**src/rtl/gf_mult_seq_ctrl.sv**
```systemverilog
// Sequencer for the serial-in / GF multiply / serial-out datapath: input shift, compute, capture, output shift.
// Optional macro GF_SEQ_OPCOUNT_EN adds a saturating 16-bit count of completed operations (op_count).
module gf_mult_seq_ctrl #(
  parameter int DATA_WIDTH   = 8,
  parameter int MULT_LATENCY = 1,
  parameter int CNT_W        = $clog2(2*DATA_WIDTH+MULT_LATENCY+1)
) (
  input  logic             clk,
  input  logic             resetn,
  input  logic             start,
  input  logic             abort,
  output logic             busy,
  output logic             in_shift_en,
  output logic             mult_enable,
  output logic             out_load,
  output logic             out_shift_en,
  output logic             out_valid,
  output logic             done,
  output logic [CNT_W-1:0] phase_cnt
`ifdef GF_SEQ_OPCOUNT_EN
  ,
  output logic [15:0]      op_count
`endif
);

  typedef enum logic [2:0] {
    S_IDLE,
    S_LOAD_IN,
    S_COMPUTE,
    S_CAPTURE,
    S_SHIFT_OUT,
    S_DONE
  } state_t;

  localparam logic [CNT_W-1:0] LOAD_LAST    = CNT_W'(DATA_WIDTH - 1);
  localparam logic [CNT_W-1:0] COMPUTE_LAST = CNT_W'(MULT_LATENCY - 1);
  localparam logic [CNT_W-1:0] SHIFT_LAST   = CNT_W'(2*DATA_WIDTH - 1);

  state_t           state_reg, state_next;
  logic [CNT_W-1:0] phase_cnt_reg;
  logic             busy_reg, in_shift_en_reg, mult_enable_reg, out_load_reg;
  logic             out_shift_en_reg, out_valid_reg, done_reg;

  always_comb begin
    state_next = state_reg;
    case (state_reg)
      S_IDLE:      if (start && !abort) state_next = S_LOAD_IN;
      S_LOAD_IN:   if (phase_cnt_reg == LOAD_LAST) state_next = S_COMPUTE;
      S_COMPUTE:   if (phase_cnt_reg == COMPUTE_LAST) state_next = S_CAPTURE;
      S_CAPTURE:   state_next = S_SHIFT_OUT;
      S_SHIFT_OUT: if (phase_cnt_reg == SHIFT_LAST) state_next = S_DONE;
      S_DONE:      state_next = (start && !abort) ? S_LOAD_IN : S_IDLE;
      default:     state_next = S_IDLE;
    endcase
    // Abort overrides everything, including a back-to-back start sampled in DONE.
    if (abort && (state_reg != S_IDLE)) state_next = S_IDLE;
  end

  always_ff @(posedge clk) begin
    if (!resetn) begin
      state_reg     <= S_IDLE;
      phase_cnt_reg <= '0;
    end else begin
      state_reg <= state_next;
      if ((state_next != state_reg) || (state_next == S_IDLE)) begin
        phase_cnt_reg <= '0;
      end else begin
        phase_cnt_reg <= phase_cnt_reg + 1'b1;
      end
    end
  end

  // Strobes are registered from the next state so they line up with state_reg.
  always_ff @(posedge clk) begin
    if (!resetn) begin
      busy_reg         <= 1'b0;
      in_shift_en_reg  <= 1'b0;
      mult_enable_reg  <= 1'b0;
      out_load_reg     <= 1'b0;
      out_shift_en_reg <= 1'b0;
      out_valid_reg    <= 1'b0;
      done_reg         <= 1'b0;
    end else begin
      busy_reg         <= (state_next != S_IDLE);
      in_shift_en_reg  <= (state_next == S_LOAD_IN);
      mult_enable_reg  <= (state_next == S_COMPUTE);
      out_load_reg     <= (state_next == S_CAPTURE);
      out_shift_en_reg <= (state_next == S_SHIFT_OUT);
      out_valid_reg    <= (state_next == S_SHIFT_OUT);
      done_reg         <= (state_next == S_DONE);
    end
  end

  assign busy         = busy_reg;
  assign in_shift_en  = in_shift_en_reg;
  assign mult_enable  = mult_enable_reg;
  assign out_load     = out_load_reg;
  assign out_shift_en = out_shift_en_reg;
  assign out_valid    = out_valid_reg;
  assign done         = done_reg;
  assign phase_cnt    = phase_cnt_reg;

`ifdef GF_SEQ_OPCOUNT_EN
  logic [15:0] op_count_reg;

  always_ff @(posedge clk) begin
    if (!resetn) begin
      op_count_reg <= '0;
    end else if (done_reg && (op_count_reg != 16'hFFFF)) begin
      op_count_reg <= op_count_reg + 16'd1;
    end
  end

  assign op_count = op_count_reg;
`endif

endmodule

```
**config.mk**
```make
export PLATFORM = sky130hd
export DESIGN_NAME = gf_mult_seq_ctrl
export DESIGN_NICKNAME = d
export VERILOG_FILES = /design/src/rtl/gf_mult_seq_ctrl.sv
export SDC_FILE = /design/constraint.sdc
export NUM_CORES = 1
export LEC_CHECK = 0
export ABC_AREA = 1
export CAP_MARGIN = 30
export CORE_MARGIN = 5
export CORE_UTILIZATION = 43
export CTS_CLUSTER_DIAMETER = 50
export DETAILED_ROUTE_END_ITERATION = 16
export MAX_ROUTING_LAYER = met4
export PLACE_DENSITY = 0.72
export SLEW_MARGIN = 5
export SYNTH_ARGS = -nofsm -noshare
export SYNTH_HDL_FRONTEND = slang
export SYNTH_SLANG_ARGS = --single-unit
```
**constraint.sdc**
```tcl
create_clock -name clk -period 1.5 [get_ports clk]
set_input_delay 0.225 -clock clk [delete_from_list [all_inputs] [get_ports clk]]
set_output_delay 0.225 -clock clk [all_outputs]
set_load 0.03 [all_outputs]
```
### Placement density heat map, run 1

The bar under the picture is 20 um long. 10 x 10 tiles, from black (low) to pale yellow (high), 0 to 100% covered.
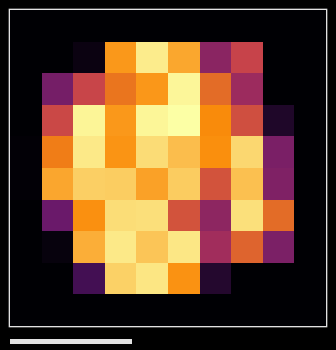
- densest ninth of the die: middle
- tiles over 75% full: 32%
- mean over tiles: 39%
- nearly empty tiles: 42%
- fullest tile: 100%
Placeable Area: 1690 um2
Core Util at FP: 0.441

### I/O nets highlighted, run 1

The bar under the picture is 20 um long.
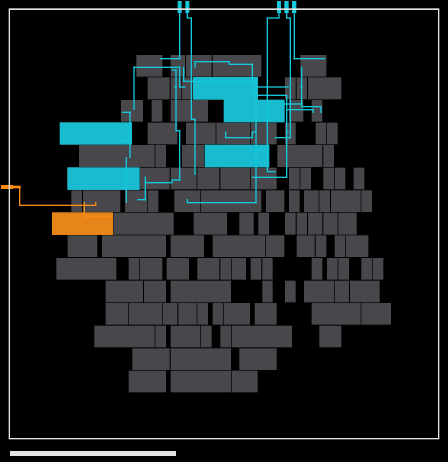
- `busy`: orange (direction output; edge left; end cells 1; buffers 1; wire 17.4 um)
- `phase_cnt`: cyan (direction output; edge top; end cells 5; buffers 7; wire 213 um)

==> run_results.csv <==
group,metric,value,unit
critical_path,path_buffers,0,
run_status,status,"finished, violations left",
routing,dr.pass1.iters,4,
critical_path,crit_fanout,7,
timing,hold-worst-slack,0.553,ns
clocking,cts_hold_buf,0,
timing,hold_viol,0,
finish,syn_to_final_growth,43.0,%
logic_synthesis,synth_cells,94,
global_route,grt_pass1_vias,590,
finish,flop-count,14,
hold_path,holdPathStages,2,
power_and_ir_drop,p_comb_frac,0.254,
routing,ant_nets,0,
clocking,cts_setup_buffers,1,
floorplanning,taps,17,
routing,drt-total-wl,1520,um
finish,nNonClkInverters,20,
timing,final_max_slew_viol_count,0,
timing,fin_crit_sh,1.04,
finish,drive_gt1_frac,0.353,
routing,wl_met2,756,um
critical_path,crit_arrival,1.77,ns
finish,nonClkBufAreaFrac,0.194,
clocking,cts_inserted_buffers,3,
clocking,cts_sinks,14,
critical_path,crit_path_end_kind,"flip-flop",
routing,drt_iter0_markers,16,
clocking,cts_tree,"done",
floorplanning,dieArea,2660,um2
critical_path,rrSetupSlack,-0.07,ns
critical_path,cpMostUsedCell,"nand2_4",
global_route,use_met1,0.158,
run_status,failed_checks,"setup timing",
critical_path,crit_type,"reg2reg",
placed_design,globalplace.congestion,0.853,
clocking,clock.latency.late_pin,0.28,ns
power_and_ir_drop,power_switching_share,0.315,
power_and_ir_drop,seq_power,397,uW
clocking,cts_buffer_depth,2,
timing,setup_slack,-0.0651,ns
finish,comb_area,444,um2
global_route,grt_overflow_total,0,
hold_path,hp-start,"phase_cnt[0]",
finish,antenna_cells,0,
global_route,grt_start_max_net_pins,9,
timing,fin_tns_setup,-0.345,ns
clocking,htree_levels,1,
critical_path,cp.depth,12,
power_and_ir_drop,clockPowerShare,0.268,
logic_synthesis,ys_cells,94,
placed_design,io_buffers,15,
floorplanning,die_width,51.6,um
finish,largest_cell_class,"multi-input combinational cells",
critical_path,rr_endpoint,"phase_cnt[1]",
run,log.warning_count,30,
logic_synthesis,ys_area,744,um2
global_route,grt_pass1_wl,2490,um
run,max_cap_viol_count,0,
placed_design,dp.cells,130,
timing,setup_violations,8,
finish,clockBufferCount,4,
global_route,grt_util_met3,0.0172,
global_route,antenna_found_initial,0,
logic_synthesis,ys.flops,14,
power_and_ir_drop,comb-power,211,uW
finish,mostFrequentLayoutCells,"inv_1, nand2_1, nor2_1",
### Placement by cell class, run 1

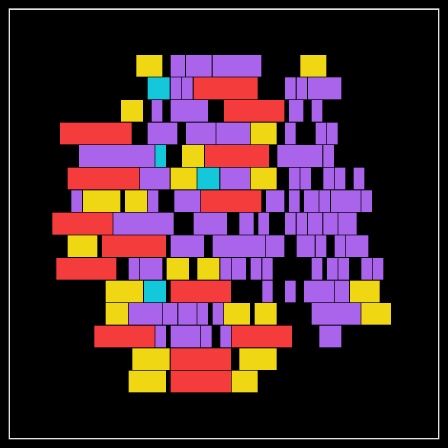
- flops: red (cells 14)
- clock drivers and dummy loads: cyan (cells 4)
- all other logic: purple (cells 79)
- other buffers and delay cells: yellow (cells 22)
flop share of the area: 0.274
final instance area: 1060 um2

[run 1: cell families (layout without fill, tap and decap cells)]
group           after synthesis  in the layout  synth area share
fa+ha+maj                     3              3            0.0504
simple gates                 48             48             0.376
xor+xnor                      2              2            0.0235
flops                        14             14             0.376
buf+inv                      21             46             0.111
compound gates                6              6            0.0622
[run 1: cell usage after synthesis, drive strengths merged]
master  count  area (um2)
a21oi       2        10.0
buf         1        7.51
dfxtp      14         280
ha          3        37.5
inv        20        75.1
nand2      17        86.3
nand3       8        62.6
nand4       1        6.26
nor2       14        57.6
nor3        7        60.1
nor3b       1        7.51
o211ai      1        7.51
o21ai       2        21.3
o31ai       1        7.51
xnor2       1        8.76
xor2        1        8.76
Power and IR drop assume default switching activity.
